placement_by_type.png
Bar = 20 um. Fill, decap, tap and diode cells in gray.
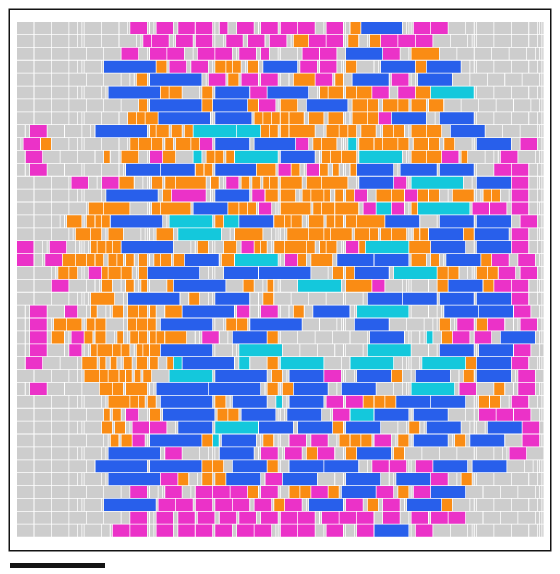
cell_density.png
The die is cut into 11 by 11 equal tiles; black is low, pale yellow is high, 0 to 100% covered.
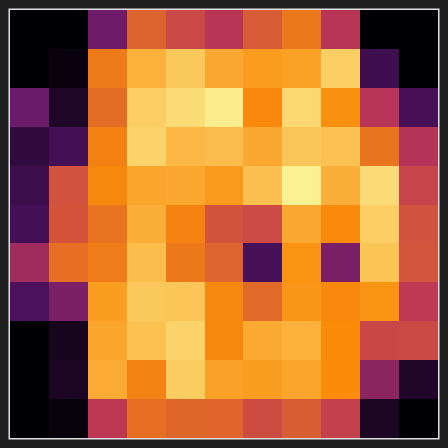
==> config.mk <==
export PLATFORM = sky130hd
export DESIGN_NAME = ibus_pipe_tracker
export DESIGN_NICKNAME = d
export VERILOG_FILES = /design/src/rtl/ibus_pkg.sv /design/src/rtl/ibus_decode.sv /design/src/rtl/ibus_pipe_tracker.sv
export SDC_FILE = /design/constraint.sdc
export NUM_CORES = 1
export LEC_CHECK = 0
export CORE_UTILIZATION = 41
export CTS_CLUSTER_DIAMETER = 80
export DETAILED_ROUTE_END_ITERATION = 16
export HOLD_SLACK_MARGIN = 0.03
export PLACE_DENSITY = 0.87
export SLEW_MARGIN = 20
export SYNTH_ARGS = -nofsm -noshare
export SYNTH_HDL_FRONTEND = slang
export SYNTH_SLANG_ARGS = --single-unit
==> constraint.sdc <==
create_clock -name clk -period 3.58 [get_ports clk]
set_input_delay 0.358 -clock clk [delete_from_list [all_inputs] [get_ports clk]]
set_output_delay 0.358 -clock clk [all_outputs]
set_load 0.01 [all_outputs]
==> results.py <==
# Generated from Yosys and OpenROAD reports
metrics = {
    "status": {
        "status": "finished clean",
    },
    "clock_tree": {
        "worst_setup_hold_path_clk_slew_ns": 0.05,
        "cts_root_buffer": "clkbuf_16",
    },
    "grt": {
        "first_global_vias": 3986,
        "antenna_found_initial": 0,
        "track_usage_pct": 21.6,
    },
    "place": {
        "numPortBuffers": 170,
    },
    "sta": {
        "fmaxAchievable_ghz": 0.283,
        "fin_tns_setup_ns": 0,
        "finalHoldViolCount": 0,
        "fin_crit_sh_pct": 98.8,
        "setup_viol": 0,
        "rsz0062_at_grt": "yes",
    },
    "flow_run": {
        "warnings": 28,
        "max_cap_viol_count": 0,
    },
    "synthesis": {
        "yosys_register_bits": 127,
        "yosys.stat.chipArea_sq_um": 5140,
    },
    "power_and_ir_drop": {
        "powerDensity_nw_per_um2": 467,
        "p_leak_uw": 0.00295,
    },
    "worst_setup_path": {
        "reg2reg_depth": 17,
        "r2r_setup_slack_ns": 0.14,
        "critPathKind": "flop to output port",
        "cp-end-kind": "output port",
        "path_max_fanout": 4,
    },
    "routing": {
        "drc_errors": 0,
        "wl_mm": 14.7,
    },
    "floorplan": {
        "die_h_um": 114,
        "io_pins": 171,
    },
    "finish": {
        "finalNonFillerCells": 851,
    },
}
## Picture notes: placement_by_type.png
Key: magenta = other buffers and delay cells [cells 196, share of their area 25%]; cyan = clock drivers and dummy loads [cells 32, share of their area 8.2%]; orange = combinational and other logic [cells 328, share of their area 29%]; blue = flops [cells 127, share of their area 38%]
core area: 12100 sq um
design area: 7750 sq um
sequential share of cell area: 36.9%
Layout Utilization: 64.0%
Cell Rows: 40

## Picture notes: cell_density.png
The fullest tile reaches 97%. 9.1% of the tiles are nearly empty. 37% of the tiles are over 75% full. The mean over all tiles is 58%.
fp util: 42.4%

==> cell usage after synthesis, types with 4 or more instances <==
| master | instances |
|---|---|
| dfxtp_1 | 98 |
| nor2b_1 | 57 |
| edfxtp_1 | 29 |
| and2_1 | 28 |
| a21oi_1 | 26 |
| clkbuf_1 | 23 |
| o21ai_0 | 22 |
| xor2_1 | 22 |
| buf_4 | 20 |
| nand3_1 | 20 |
| nor3_1 | 18 |
| nor4_1 | 17 |
| nand2_1 | 16 |
| nor2_1 | 13 |
| xnor2_1 | 11 |
| inv_1 | 10 |
| nand2b_1 | 8 |
| a22oi_1 | 6 |
| ha_1 | 5 |
| and3_1 | 4 |
| or4_1 | 4 |
==> metal layers <==
layer  share of wire [%]  track usage [%]
met3                 6.4             3.93
met2                  51             38.0
met1                  39             25.5
met4                 3.0             9.96
met5                   0                0
==> worst max-delay path, cell delays in order, from the launching register on <==
cell and delay, ns:
dfxtp_2 0.33, buf_4 0.15, xnor2_1 0.25, nand3_1 0.12, or3_1 0.32, nand3_1 0.08
o21ai_1 0.07, ha_1 0.30, nor2_1 0.06, o211ai_1 0.18, nor2_1 0.06, mux2_4 0.30
a31o_4 0.26, nor2_4 0.12, inv_1 0.05, clkbuf_2 0.12
==> report_power, final <==
| group | internal (uW) | switching, uW |
|---|---|---|
| Combinational | 165 | 154 |
| Sequential | 1500 | 39.4 |
| Clock | 1170 | 586 |
| Total | 2840 | 780 |
==> metrics by stage <==
step / total power, uW / hold slack [ns] / area, sq um
floorplan: 1710 / 0.450 / 5140
global placement: 1870 / 0.448 / 6950
detailed placement: 1870 / 0.455 / 6950
CTS: 3620 / 0.360 / 7600
global route: 3730 / 0.456 / 7750
finish: 3620 / 0.412 / 7750
==> layout make-up <==
cell class / instances / area (sq um) / share of cell area, %
clock buffers: 23 / 489 / 6.31
clock inverters: 9 / 129 / 1.66
inverters: 10 / 37.5 / 0.484
multi-input cells: 318 / 2130 / 27.5
flip-flops and latches: 127 / 2860 / 36.9
well taps: 168 / 210 / 2.71
repair buffers: 196 / 1890 / 24.4
==> cell usage in the layout, fill, tap and decap left out, drive strengths merged, types with 2 or more instances in the layout <==
master,instances
and2,28
nand3,22
mux2i,2
clkinv,5
dfxtp,98
clkbuf,24
xor2,22
bufinv,3
a21oi,26
xnor2,11
nand4,3
o21ai,23
o31ai,2
edfxtp,29
nand2,16
clkdlybuf4s50,167
nor4b,3
ha,5
nand2b,8
conb,2
a22oi,6
nor4,17
and3,4
a31oi,3
or4,4
o22ai,2
nor2b,57
nor2,13
or2,3
nor3,19
or3,3
inv,11
buf,28
==> cells by family (layout without fill, tap and decap cells) <==
family	count (synthesis)	after routing	synth area share, %
AOI/OAI and AO/OA	72	72	8.28
xor gates and xnor gates	33	33	5.62
other	1	2	0.0730
buffers and inverters	57	238	6.09
muxes	3	3	0.609
and+or+nand+nor	202	203	23.0
DFF	127	127	55.1
adders and majority gates	5	5	1.22
==> what timing repair did <==
item	in CTS	in global routing
pin swaps	3	12
cloned	0	1
resized	13	36
setup endpoints to repair	22	72
setup buffers	2	3
Power is estimated from default activity; no workload was simulated.
